<file path="src/rtl/l1c_axi_pkg.sv">
// Shared definitions for the L1 cache AXI read arbiter.
// Contents:
//   state_e         - arbiter FSM states (IDLE / AR / R)
//   AXI_BURST_INCR  - AXI ARBURST encoding for incrementing bursts
//   RESP_*          - AXI RRESP encodings
package l1c_axi_pkg;

  typedef enum logic [1:0] {
    ST_IDLE = 2'd0,
    ST_AR   = 2'd1,
    ST_R    = 2'd2
  } state_e;

  localparam logic [1:0] AXI_BURST_INCR = 2'b01;

  localparam logic [1:0] RESP_OKAY   = 2'b00;
  localparam logic [1:0] RESP_EXOKAY = 2'b01;
  localparam logic [1:0] RESP_SLVERR = 2'b10;
  localparam logic [1:0] RESP_DECERR = 2'b11;

endpackage

</file>
<file path="src/rtl/rr_arbiter.sv">
// Purely combinational round-robin picker.
// Ports:
//   i_req         - request vector, one bit per requester
//   i_ptr         - index of the highest-priority requester this round
//   o_grant       - one-hot grant (all zero when nobody requests)
//   o_grant_idx   - binary index of the granted requester
//   o_grant_valid - at least one requester is asking
module rr_arbiter #(
  parameter int NUM_REQ = 2,
  parameter int PTR_W   = (NUM_REQ > 1) ? $clog2(NUM_REQ) : 1
) (
  input  logic [NUM_REQ-1:0] i_req,
  input  logic [PTR_W-1:0]   i_ptr,
  output logic [NUM_REQ-1:0] o_grant,
  output logic [PTR_W-1:0]   o_grant_idx,
  output logic               o_grant_valid
);

  logic [PTR_W-1:0] w_idx;
  logic             w_found;

  // Walk the requesters starting at i_ptr and wrapping; the first one
  // asking wins.
  always_comb begin
    o_grant     = '0;
    o_grant_idx = '0;
    w_found     = 1'b0;
    w_idx       = '0;
    for (int i = 0; i < NUM_REQ; i++) begin
      w_idx = PTR_W'((32'(i_ptr) + 32'(unsigned'(i))) % NUM_REQ);
      if (!w_found && i_req[w_idx]) begin
        w_found        = 1'b1;
        o_grant[w_idx] = 1'b1;
        o_grant_idx    = w_idx;
      end
    end
    o_grant_valid = w_found;
  end

endmodule

</file>
<file path="src/rtl/l1c_axi_read_arbiter.sv">
// Merges NUM_REQ L1 refill requesters onto a single AXI4 read master.
// One burst is outstanding at a time; the owner is chosen round-robin and
// its index is used as ARID. The R channel is a zero-latency pass-through
// to the owning requester, with per-beat error reporting.
// Ports:
//   ACLK, ARESETn                 - clock, async active-low reset
//   req_valid/ready/addr/len      - per-requester refill request
//   rsp_valid/ready/data/last/err - per-requester beat return (data shared)
//   AR*, R*                       - AXI4 read address / read data channels
module l1c_axi_read_arbiter
  import l1c_axi_pkg::*;
#(
  parameter int NUM_REQ = 2,
  parameter int ADDR_W  = 32,
  parameter int DATA_W  = 32,
  parameter int ID_W    = 4,
  parameter int LEN_W   = 4
) (
  input  logic                      ACLK,
  input  logic                      ARESETn,
  input  logic [NUM_REQ-1:0]        req_valid,
  output logic [NUM_REQ-1:0]        req_ready,
  input  logic [NUM_REQ*ADDR_W-1:0] req_addr,
  input  logic [NUM_REQ*LEN_W-1:0]  req_len,
  output logic [NUM_REQ-1:0]        rsp_valid,
  input  logic [NUM_REQ-1:0]        rsp_ready,
  output logic [DATA_W-1:0]         rsp_data,
  output logic                      rsp_last,
  output logic                      rsp_err,
  output logic [ID_W-1:0]           ARID,
  output logic [ADDR_W-1:0]         ARADDR,
  output logic [LEN_W-1:0]          ARLEN,
  output logic [2:0]                ARSIZE,
  output logic [1:0]                ARBURST,
  output logic                      ARVALID,
  input  logic                      ARREADY,
  input  logic [ID_W-1:0]           RID,
  input  logic [DATA_W-1:0]         RDATA,
  input  logic [1:0]                RRESP,
  input  logic                      RLAST,
  input  logic                      RVALID,
  output logic                      RREADY
);

  localparam int PTR_W = (NUM_REQ > 1) ? $clog2(NUM_REQ) : 1;
  localparam int SIZE  = $clog2(DATA_W / 8);
  // Clears the byte-within-beat bits so bursts start beat-aligned.
  localparam logic [ADDR_W-1:0] ADDR_MASK = ~ADDR_W'((1 << SIZE) - 1);

  state_e             r_state;
  state_e             w_next_state;
  logic [PTR_W-1:0]   r_owner;
  logic [PTR_W-1:0]   r_rr_ptr;
  logic [ADDR_W-1:0]  r_addr;
  logic [LEN_W-1:0]   r_len;
  logic [LEN_W-1:0]   r_beat_cnt;

  logic [NUM_REQ-1:0] w_grant;
  logic [PTR_W-1:0]   w_grant_idx;
  logic               w_grant_valid;
  logic [ADDR_W-1:0]  w_sel_addr;
  logic [LEN_W-1:0]   w_sel_len;
  logic               w_accept;
  logic               w_beat;

  rr_arbiter #(
    .NUM_REQ (NUM_REQ),
    .PTR_W   (PTR_W)
  ) u_rr (
    .i_req         (req_valid),
    .i_ptr         (r_rr_ptr),
    .o_grant       (w_grant),
    .o_grant_idx   (w_grant_idx),
    .o_grant_valid (w_grant_valid)
  );

  // Grant is offered only in IDLE and requesters hold valid, so any grant
  // there is an accept.
  assign w_accept = (r_state == ST_IDLE) && w_grant_valid;
  assign w_beat   = (r_state == ST_R) && RVALID && RREADY;

  always_comb begin
    w_sel_addr = '0;
    w_sel_len  = '0;
    for (int i = 0; i < NUM_REQ; i++) begin
      if (w_grant_idx == PTR_W'(i)) begin
        w_sel_addr = req_addr[i*ADDR_W +: ADDR_W];
        w_sel_len  = req_len[i*LEN_W +: LEN_W];
      end
    end
  end

  always_ff @(posedge ACLK or negedge ARESETn) begin
    if (!ARESETn) begin
      r_state <= ST_IDLE;
    end else begin
      r_state <= w_next_state;
    end
  end

  always_comb begin
    w_next_state = r_state;
    case (r_state)
      ST_IDLE: if (w_accept) w_next_state = ST_AR;
      ST_AR:   if (ARREADY) w_next_state = ST_R;
      ST_R:    if (w_beat && RLAST) w_next_state = ST_IDLE;
      default: w_next_state = ST_IDLE;
    endcase
  end

  // Burst context: latched on accept, beat counter advances per transfer
  // and saturates so an over-long burst cannot wrap back onto len.
  always_ff @(posedge ACLK or negedge ARESETn) begin
    if (!ARESETn) begin
      r_owner    <= '0;
      r_rr_ptr   <= '0;
      r_addr     <= '0;
      r_len      <= '0;
      r_beat_cnt <= '0;
    end else begin
      if (w_accept) begin
        r_owner    <= w_grant_idx;
        r_addr     <= w_sel_addr & ADDR_MASK;
        r_len      <= w_sel_len;
        r_beat_cnt <= '0;
      end
      if (w_beat) begin
        if (r_beat_cnt != '1) r_beat_cnt <= r_beat_cnt + 1'b1;
        if (RLAST) begin
          r_rr_ptr <= (r_owner == PTR_W'(NUM_REQ - 1)) ? '0 : r_owner + 1'b1;
        end
      end
    end
  end

  // AR fields are zero outside AR so nothing stale is visible on the bus.
  always_comb begin
    req_ready = '0;
    ARVALID   = 1'b0;
    ARID      = '0;
    ARADDR    = '0;
    ARLEN     = '0;
    ARSIZE    = '0;
    ARBURST   = '0;
    RREADY    = 1'b0;
    rsp_valid = '0;
    rsp_data  = RDATA;
    rsp_last  = RLAST;
    rsp_err   = (RRESP != RESP_OKAY) || (RID != ID_W'(r_owner)) ||
                (RLAST && (r_beat_cnt != r_len));
    case (r_state)
      ST_IDLE: req_ready = w_grant;
      ST_AR: begin
        ARVALID = 1'b1;
        ARID    = ID_W'(r_owner);
        ARADDR  = r_addr;
        ARLEN   = r_len;
        ARSIZE  = 3'(SIZE);
        ARBURST = AXI_BURST_INCR;
      end
      ST_R: begin
        RREADY             = rsp_ready[r_owner];
        rsp_valid[r_owner] = RVALID;
      end
      default: ;
    endcase
  end

endmodule

</file>
<file path="config.mk">
export PLATFORM = sky130hd
export DESIGN_NAME = l1c_axi_read_arbiter
export DESIGN_NICKNAME = d
export VERILOG_FILES = /design/src/rtl/l1c_axi_pkg.sv /design/src/rtl/rr_arbiter.sv /design/src/rtl/l1c_axi_read_arbiter.sv
export SDC_FILE = /design/constraint.sdc
export NUM_CORES = 1
export LEC_CHECK = 0
export CAP_MARGIN = 40
export CELL_PAD_IN_SITES_DETAIL_PLACEMENT = 0
export CELL_PAD_IN_SITES_GLOBAL_PLACEMENT = 1
export CORE_MARGIN = 2
export CORE_UTILIZATION = 24
export CTS_CLUSTER_DIAMETER = 60
export DETAILED_ROUTE_END_ITERATION = 8
export PLACE_DENSITY = 0.91
export SYNTH_ARGS = -nofsm -noshare
export SYNTH_HDL_FRONTEND = slang
export SYNTH_SLANG_ARGS = --single-unit
</file>
<file path="constraint.sdc">
create_clock -name ACLK -period 1.82 [get_ports ACLK]
set_input_delay 0.364 -clock ACLK [delete_from_list [all_inputs] [get_ports ACLK]]
set_output_delay 0.364 -clock ACLK [all_outputs]
set_load 0.02 [all_outputs]
</file>
==> impl_metrics.env, run 1 <==
# source this file to load flow results
export IMPL_final_clkbuf_count=5
export IMPL_setup_violations_final=11
export IMPL_chip_area_mm2=0.0129
export IMPL_non_clk_bufs=168
export IMPL_finish_cell_count_without_fillers=593
export IMPL_worst_ep_arrival_time_ps=1550
export IMPL_post_synth_inst_count=338
export IMPL_outcome="finished, violations left"
export IMPL_area_growth_synth_to_final_pct=54.2
export IMPL_worstSetupPathType="flip-flop to output port"
export IMPL_final_layout_top_logic_cell="clkdlybuf4s50_1"
export IMPL_layout_cells_largest_class="buffers"
export IMPL_die_h_um=114
export IMPL_number_of_core_rows=40
export IMPL_avgViaCountPerCell=4.84
export IMPL_final_critical_path_setup_slack_ps=-94.5
export IMPL_finalClockSkew_ps=2.75
export IMPL_timing_critical_path_max_delay_family="buffers and inverters"
export IMPL_h_tree_depth=2
export IMPL_worst_r2r_path_depth=6
export IMPL_layout_top_cells_excl_fill_tap="79 x clkdlybuf4s50_1, 42 x dfrtp_1, 39 x buf_4"
export IMPL_hold_class="input pin to asynchronous set/reset pin"
export IMPL_finalInstanceArea_mm2=0.00444
export IMPL_synthesis_stage_register_bit_count=42
export IMPL_global_route_overflow_total=0
export IMPL_critical_path_startpoint="r_state[1]$_DFFE_PN0P_"
export IMPL_drtAntennaViolNets=0
export IMPL_storage_element_area_mm2=0.00105
export IMPL_final_layout_size_suffix_gt1_frac=0.283
export IMPL_cp_max_fo=5
export IMPL_violations_in_the_final_reports="negative setup slack"
export IMPL_avgSynthCellArea_um2=8.52
-- run 1: logic make-up (layout without fill, tap and decap cells) --
logic type,after synthesis,in the layout,share of synthesized area
XOR/XNOR,6,6,0.0182
other,1,8,0.00130
AND-OR/OR-AND,113,113,0.224
flip-flops,42,42,0.365
multiplexers,4,4,0.0165
AND/OR/NAND/NOR,92,92,0.210
adder cells (fa/ha/maj),1,1,0.00434
buffers and inverters,79,180,0.161
-- run 1: power by group --
group,switching (mW),internal [mW],total [mW]
registers,0.277,1.38,1.66
clock network,0.367,0.496,0.863
logic,2.05,2.03,4.09
total,2.70,3.91,6.61
-- run 1: state kept, by name, summed over array words and instances (netlist names) --
name / flops
r_rr_ptr: 1
r_beat_cnt: 4
r_state: 2
r_owner: 1
r_len: 4
r_addr: 30
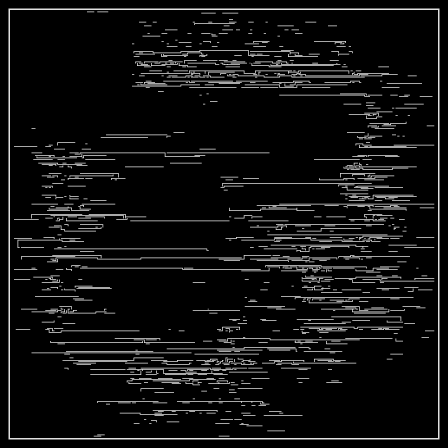
Run 1: met1 routing
nets with wire on the layer: 464
wire length on this layer: 4140 µm

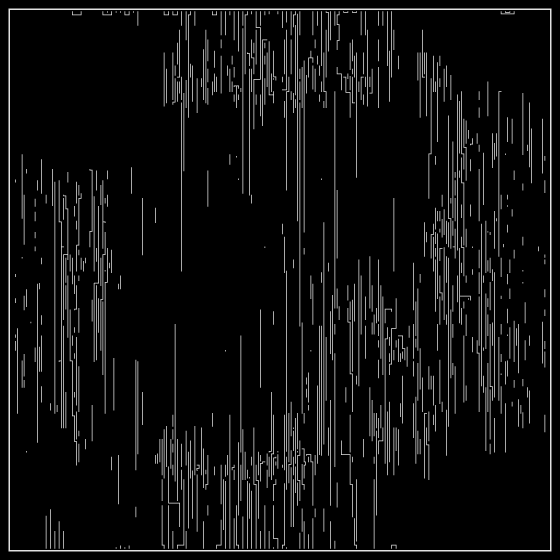
Run 1: M2 wires
share of all routed wire: 49%
wire length on this layer: 4750 µm
nets with wire on the layer: 469
via count of the routed design: 2872
Global Route met2 Usage: 0.257

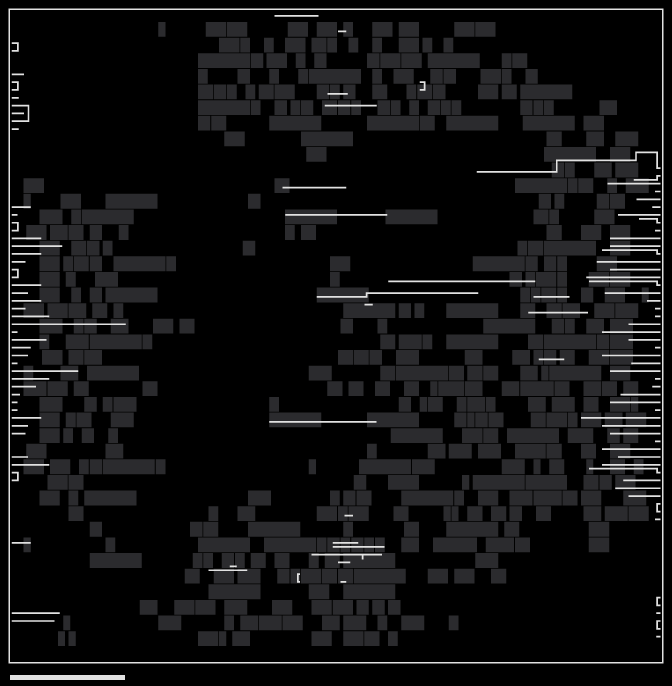
Run 1: metal 3
Scale bar: 20 µm.
longest straight run: 25.3 µm
nets with wire on the layer: 104
main direction: horizontal
wire length on this layer: 666 µm
met3 capacity usage during global routing: 0.0372
final routed wirelength across all metal layers: 9670 µm

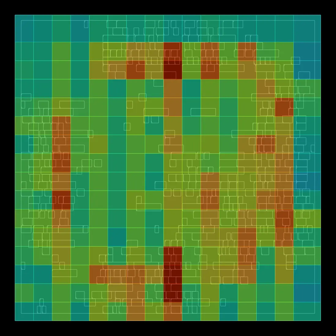
Run 1: routing congestion map
average detailed-routed wire length per instance: 16.3 µm
layer carrying the most global-route usage: met2
all-layer global routing usage: 0.147
met1 track demand over resource in global routing: 0.181
post-route core utilization: 0.374

==> inputs of run 2 (changes only) <==
- CAP_MARGIN: 40 -> 30
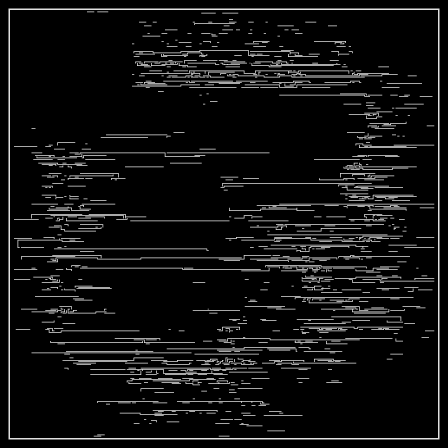
Run 2: met1 routing
longest straight run: 42.3 µm
nets with wire on the layer: 464
main direction: horizontal
wire length on this layer: 4140 µm
share of all routed wire: 43%

==> run 2 against run 1 <==
Largest cell class unchanged. Sequential power is essentially flat. Die size unchanged. Cell count stayed put. Clock skew is the same. Wire length is the same. First-iteration DRC count unchanged. The flow still finishes with violations (negative setup slack). Sequential cell count unchanged. Count of clock-buffer cells in the layout did not move. Worst hold slack stayed put. Synthesized cell count unchanged. Global-route usage did not move. Register-to-register slack is essentially flat.
==> impl_metrics.env, run 2 <==
# source this file to load flow results
export IMPL_power_report_internal_total_mw=3.91
export IMPL_share_of_power_burned_in_the_clock_network=0.131
export IMPL_worst_ep_arrival_time_ps=1550
export IMPL_top_non_seq_family="AND-OR/OR-AND gates"
export IMPL_area_growth_synth_to_final_pct=54.2
export IMPL_layout_top_cells_excl_fill_tap="79 x clkdlybuf4s50_1, 42 x dfrtp_1, 39 x buf_4"
export IMPL_powerClk_mw=0.863
export IMPL_globalRoute_busiestLayer="met2"
export IMPL_finalClockSkew_ps=2.75
export IMPL_die_h_um=114
export IMPL_final_core_utilization=0.374
export IMPL_largest_reg_flops=30
export IMPL_final_critical_path_setup_slack_ps=-94.5
export IMPL_cp_max_fo=5
export IMPL_swShare=0.409
export IMPL_setup_violations_final=11
export IMPL_violations_in_the_final_reports="negative setup slack"
export IMPL_final_clkbuf_count=5
export IMPL_avgViaCountPerCell=4.84
export IMPL_h_tree_depth=2
export IMPL_non_clk_bufs=168
export IMPL_sequential_cell_power_mw=1.66
export IMPL_met1_usage=0.181
export IMPL_final_layout_top_logic_cell="clkdlybuf4s50_1"
export IMPL_detail_route_wirelength_um=9670
export IMPL_outcome="finished, violations left"
export IMPL_drtAntennaViolNets=0
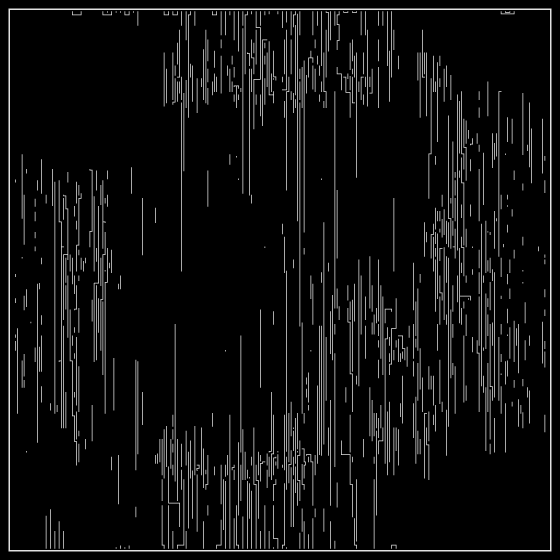
Run 2: M2 wires
wire length on this layer: 4750 µm
share of all routed wire: 49%
nets with wire on the layer: 469

## run 2: logic make-up (layout without fill, tap and decap cells)
group / after synthesis / count (layout)
compound gates: 113 / 113
flops: 42 / 42
buf+inv: 79 / 180
simple gates: 92 / 92
xor+xnor: 6 / 6
mux: 4 / 4
other cells: 1 / 8
fa+ha+maj: 1 / 1
## run 2: what timing repair did
item / 4_1_cts / 5_1_grt
setup buffers: 11 / 0
pin swaps: 8 / 5
resized: 198 / 64
setup endpoints to repair: 83 / 76
gates cloned: 0 / 1
## run 2: worst max-delay path, delay by kind of cell, from the launching register on
| kind | cells | cell delay, ps |
|---|---|---|
| simple gates | 2 | 390 |
| buf+inv | 4 | 460 |
| flops | 1 | 410 |
Power is estimated from default activity; no workload was simulated.
